<file path="config.mk">
export PLATFORM = sky130hd
export DESIGN_NAME = long_string_renderer
export DESIGN_NICKNAME = d
export VERILOG_FILES = /design/src/rtl/long_string_renderer.sv
export SDC_FILE = /design/constraint.sdc
export NUM_CORES = 1
export LEC_CHECK = 0
export ABC_AREA = 0
export CORE_MARGIN = 2
export CORE_UTILIZATION = 25
export DETAILED_ROUTE_END_ITERATION = 10
export PLACE_DENSITY = 0.45
export RECOVER_POWER = 100
export SYNTH_ARGS = -nofsm -noshare
export SYNTH_HDL_FRONTEND = slang
export SYNTH_SLANG_ARGS = --single-unit
</file>
<file path="constraint.sdc">
create_clock -name VGA_CLK -period 3.7 [get_ports VGA_CLK]
set_input_delay 0.555 -clock VGA_CLK [delete_from_list [all_inputs] [get_ports VGA_CLK]]
set_output_delay 0.555 -clock VGA_CLK [all_outputs]
set_load 0.005 [all_outputs]
</file>
<file path="src/rtl/long_string_renderer.sv">
// long_string_renderer: fetches per-line string ROM rows into slot buffers during blanking and serialises them into a pixel stream
module long_string_renderer #(
  parameter int STR0_BASE = 0,
  parameter int STR1_BASE = 17,
  parameter int ROWS      = 16,
  parameter int STR_W     = 72,
  parameter int CW        = 11
) (
  input  logic             VGA_CLK,
  input  logic             Reset_n,
  input  logic [1:0]       Enable,
  input  logic [CW-1:0]    X0,
  input  logic [CW-1:0]    Y0,
  input  logic [CW-1:0]    X1,
  input  logic [CW-1:0]    Y1,
  input  logic             Line_Start,
  input  logic [CW-1:0]    Next_Line,
  input  logic [CW-1:0]    H_Count,
  output logic [4:0]       String_Address,
  input  logic [STR_W-1:0] String_Data,
  output logic             Pixel_On,
  output logic             Pixel_Slot,
  output logic             Busy,
  output logic             Fetch_Overrun,
  input  logic             Clear_Overrun
);
  typedef enum logic [2:0] {IDLE, W0, C0, W1, C1} state_t;
  state_t state, state_nx;
  logic [CW-1:0] r0, r1, c0, c1;
  logic [STR_W-1:0] buf0, buf1, sh0, sh1;
  logic [3:0] row1;
  logic hit0, hit1, start, p0, p1;
  assign start = Line_Start & (state == IDLE);
  assign r0 = Next_Line - Y0;
  assign r1 = Next_Line - Y1;
  assign c0 = H_Count - X0;
  assign c1 = H_Count - X1;
  assign sh0 = buf0 << c0;
  assign sh1 = buf1 << c1;
  assign p0 = (H_Count >= X0) & (c0 < CW'(STR_W)) & sh0[STR_W-1];
  assign p1 = (H_Count >= X1) & (c1 < CW'(STR_W)) & sh1[STR_W-1];
  // fetch sequencer state register
  always_ff @(posedge VGA_CLK)
    if (!Reset_n) state <= IDLE;
    else state <= state_nx;
  // fixed five-cycle walk: issue slot 0 read, capture it, issue slot 1 read, capture it
  always_comb begin
    state_nx = state;
    case (state)
      IDLE:    state_nx = Line_Start ? W0 : IDLE;
      W0:      state_nx = C0;
      C0:      state_nx = W1;
      W1:      state_nx = C1;
      default: state_nx = IDLE;
    endcase
  end
  // ROM addressing, row capture, overrun flag and the one-cycle pixel pipeline
  always_ff @(posedge VGA_CLK)
    if (!Reset_n) begin
      String_Address <= '0;
      buf0 <= '0;
      buf1 <= '0;
      hit0 <= 1'b0;
      hit1 <= 1'b0;
      row1 <= '0;
      Busy <= 1'b0;
      Fetch_Overrun <= 1'b0;
      Pixel_On <= 1'b0;
      Pixel_Slot <= 1'b0;
    end else begin
      if (start) begin
        String_Address <= 5'(STR0_BASE) + 5'(r0[3:0]);
        hit0 <= Enable[0] & (Next_Line >= Y0) & (r0 < CW'(ROWS));
        hit1 <= Enable[1] & (Next_Line >= Y1) & (r1 < CW'(ROWS));
        row1 <= r1[3:0];
        Busy <= 1'b1;
      end
      if (state == C0) begin
        buf0 <= hit0 ? String_Data : '0;
        String_Address <= 5'(STR1_BASE) + 5'(row1);
      end
      if (state == C1) begin
        buf1 <= hit1 ? String_Data : '0;
        Busy <= 1'b0;
      end
      Fetch_Overrun <= (Line_Start & Busy) | (Fetch_Overrun & ~Clear_Overrun);
      Pixel_On <= p0 | p1;
      Pixel_Slot <= ~p0 & p1;
    end
endmodule

</file>
**Track usage over the die**

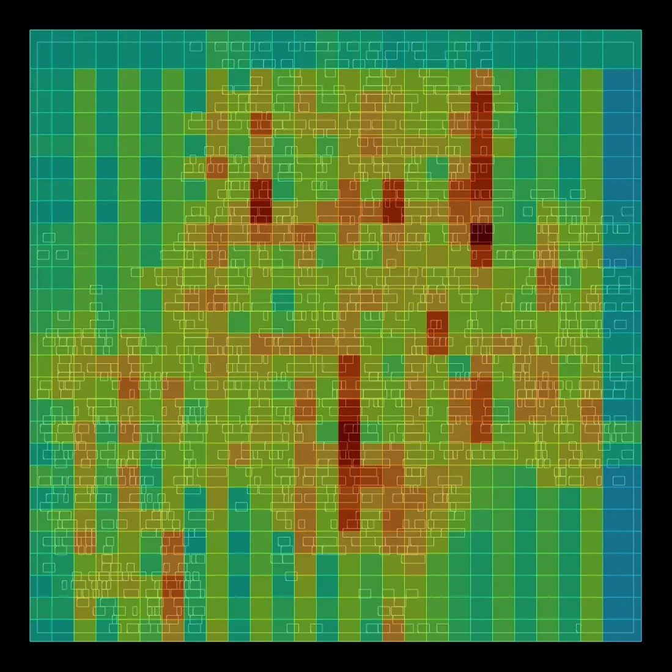
global-route met2 utilization: 0.243
met1 Usage GRT: 0.196

**Selected gate families**

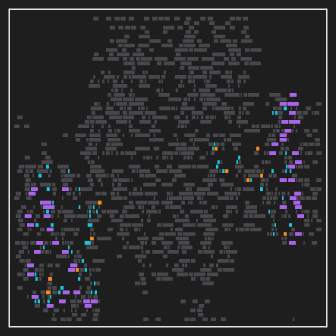
and/or cells: shown in orange, cells 11. nor cells: shown in cyan, cells 55. fa/ha/maj cells: shown in purple, cells 49.

**Close-up of the layout**

Bar = 10 um. Window x 35 to 60, y 35 to 60 um. Cells in grey, sequential cells in the stronger grey; small squares are vias.
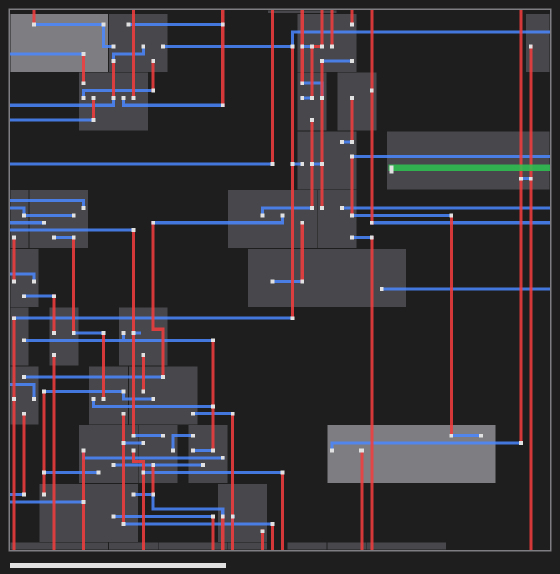
M1: shown in blue. M2: shown in red. M3: shown in green.
Sequential cells in the window: 2. 25 logic cells have their middle in the window. Netlist names of flops here include String_Address (1), hit0 (1). Most frequent: nand2_1 (3).

**I/O nets highlighted**

Bar = 50 um.
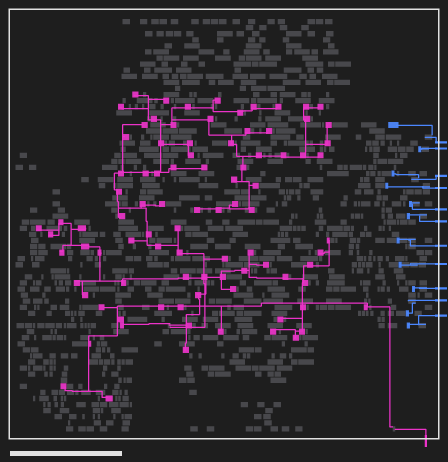
X1: shown in blue, bits 11, direction input, end cells 11, buffers 11, wire 230 um. Reset_n: shown in magenta, bits 1, direction input, end cells 90, buffers 2, wire 1280 um.
Port Buffer Count: 152
io pins: 153

==> impl_metrics.py <==
# Auto-generated metrics
metrics = {
    "clock_tree": {
        "cts.sink_count": 162,
        "clock.latency.late_pin_ps": 420,
        "cts_buffers": 17,
        "cts_hold_buffers": 0,
        "tritoncts": "done",
        "clock_tree.htree_level_count": 4,
        "clk_pin_slew_worst_paths_ps": 60,
        "post_cts.resized_instances": 0,
        "clockBufferDepth": 2,
        "clk_root_buffer_cell": "clkbuf_16",
        "cts.repair_timing.setup_buffer_count": 0,
    },
    "yosys": {
        "yosys_stat_area_mm2": 0.00879,
        "ys_seq_elements": 162,
        "synth_cells": 914,
        "synth.largest_area_cell": "dfxtp_1",
        "synthTopCellsByArea": "dfxtp_1, mux4_2, a22o_1, a21boi_0, ha_1",
        "yosys-stat-cells": 914,
        "synth.top_cells.by_count": "dfxtp_1, nand2_1, a21boi_0",
        "synth_top_area_share": 0.369,
        "netlist_area_mm2": 0.00879,
        "synth.most_common_cell": "dfxtp_1",
        "syn_avg_cell_area_um2": 9.62,
        "enable_flop_cells": 0,
        "async_s_r_ff_share_synth": 0,
        "floorplan.nets": 1107,
        "postSynthSeqShare": 0.369,
        "yosys_warnings": 0,
        "yosys_most_used_dff": "dfxtp_1",
        "yosysUniqueCellTypes": 61,
    },
    "route": {
        "via_per_inst": 4.78,
        "drcViolationCount": 0,
        "routed_wl_um": 26900,
        "dr.first_iter.drc_count": 418,
        "ant_nets": 0,
        "first_pass_iters": 5,
        "routed_wire_length_per_instance_um": 17.7,
        "detailroute.via_count": 7244,
    },
    "global_routing": {
        "gr-total-overflow": 0,
        "first_pass_grt_wire_length_um": 41500,
        "antenna_violations_before_repair": 3,
        "grt.total_usage": 0.147,
        "pin_count_of_the_biggest_net_entering_global_routing": 74,
        "via_count_of_the_first_global_routing_pass": 7305,
    },
    "finish": {
        "multi_input_comb_cells": 636,
        "syn_to_final_growth_pct": 29.2,
        "top_area_cell_class": "combinational gates",
        "antenna-diode-count": 1,
        "seq_share": 0.286,
        "seq_cells": 162,
        "finalNetCount": 1240,
        "mostFrequentLayoutCell": "dfxtp_1",
        "buffers_excl_clock": 173,
        "non_clock_buffers_area_share": 0.149,
        "flop_area_mm2": 0.00324,
        "clock_tree_area_fraction": 0.0490,
        "area.share.combinational": 0.447,
        "nonClockInverterCount": 57,
        "n_clock_buffer": 20,
        "fill_cells": 3609,
        "layout_top_cells_excl_fill_tap": "dfxtp_1, clkdlybuf4s50_1, nand2_1",
        "drive_above_1_share": 0.0953,
        "multiInputGateArea_mm2": 0.00507,
    },
    "power": {
        "total_leakage_power_uw": 0.00429,
        "power_density_mw_per_mm2": 389,
        "worst_ir_drop_vdd_mv": 0.249,
    },
    "setup_path": {
        "critPathKind": "input port to register",
        "setup.worst_path.start": "H_Count[0]",
        "worst_setup_path_end_kind": "register",
        "r2r-start": "state[0]$_SDFF_PN0_",
        "critical_path.endpoint": "Pixel_Slot$_SDFF_PN0_",
        "worst_ep_required_time_ps": 4060,
        "worstPathMaxFanout": 10,
        "crit_path_launch_type": "input port",
        "critical_path.reg2reg.endpoint": "buf0[35]$_SDFFE_PN0P_",
        "ff2ff_path_depth": 5,
        "reg2reg_slack_ps": 840,
        "signal_arrival_time_at_the_worst_endpoint_ps": 3700,
    },
    "place": {
        "placement.setup.worst_slack_ps": 43.5,
        "hpwl_um": 19700,
        "final_weighted_congestion_in_routability_driven_placement": 0.772,
    },
    "timing": {
        "fmax_mhz": 299,
        "worst_slew_margin_rel": -0.189,
        "report.final.setup_viol": 0,
        "final_critical_path_time_including_i_o_delays_and_setup_ps": 3340,
        "setup_repair_after_global_routing_missed_its_margin": "false",
        "setup-tns-final_ps": 0,
        "timing.final.hold_violations": 0,
        "skew_ps": 6.24,
        "max_slew.worst_pin.slew_ps": 1780,
        "final_min_period_over_clock_period": 0.903,
        "post-route-worst-setup-slack_ps": 357,
        "final-max-slew-violation-count": 123,
    },
    "floorplanning": {
        "initial_core_util": 0.254,
        "rows": 68,
        "fp.coreArea_mm2": 0.0345,
        "die.size.x_um": 192,
        "tap-cell-count": 455,
        "fp.dieArea_mm2": 0.0367,
        "chipHeight_um": 192,
    },
    "hold_path": {
        "hold_path_class": "register to register",
        "min_delay_path_depth": 2,
        "hold_path.startpoint": "buf0[19]$_SDFFE_PN0P_",
        "hold_path_end": "buf0[19]$_SDFFE_PN0P_",
    },
    "run_status": {
        "failed_checks": "max-capacitance violations, max-slew violations",
        "outcome": "finished, violations left",
    },
    "flow_run": {
        "log.warning_count": 26,
        "max_cap_violations": 2,
    },
}
-- registers in the layout, summed over array words and instances (netlist names) --
signal,count
Busy,1
Fetch_Overrun,1
Pixel_On,1
Pixel_Slot,1
String_Address,5
buf0,72
buf1,72
hit0,1
hit1,1
row1,4
state,3
-- report_power, final --
part	internal (uW)	switching, uW
clock network	908	760
registers	1770	21.7
logic	434	526
-- per-stage QoR --
step	util	area, um2	total power [uW]	hold slack [ps]	cells
after floorplan	-	8790	2400	436	914
after global placement	0.314	10900	2820	445	1483
after detailed placement	0.314	10900	2820	453	1483
after CTS	0.330	11400	4500	461	1515
after global routing	0.329	11400	4630	491	1515
final	0.329	11400	4420	462	1516
-- worst max-delay path, stage by stage --
cell and delay (ps):
clkdlybuf4s50_1 400, inv_1 80, ha_1 170, inv_1 60, fa_1 610, clkbuf_2 360
mux4_2 360, mux2_2 290, o311ai_2 210, nor3_1 90, or3_1 360, a31oi_1 160
-- per-layer routing --
| layer | track usage | up-vias | routed length [um] |
|---|---|---|---|
| li1 | - | 3616 | - |
| met1 | 0.196 | 3445 | 12600 |
| met2 | 0.243 | 163 | 12600 |
| met3 | 0.0310 | 18 | 1320 |
| met4 | 0.0322 | 2 | 248 |
| met5 | 0 | - | 13 |
-- logic make-up (layout without fill, tap and decap cells) --
logic type / count (synthesis) / in the layout / synth area share
AOI/OAI and AO/OA: 257 / 257 / 0.220
and+or+nand+nor: 252 / 252 / 0.132
DFF: 162 / 162 / 0.369
buffers and inverters: 116 / 262 / 0.0544
muxes: 57 / 57 / 0.126
adders and majority gates: 49 / 49 / 0.0732
xor gates and xnor gates: 21 / 21 / 0.0256
other: 0 / 1 / 0
Power figures rest on the tool's default switching activity, not on a simulated workload.
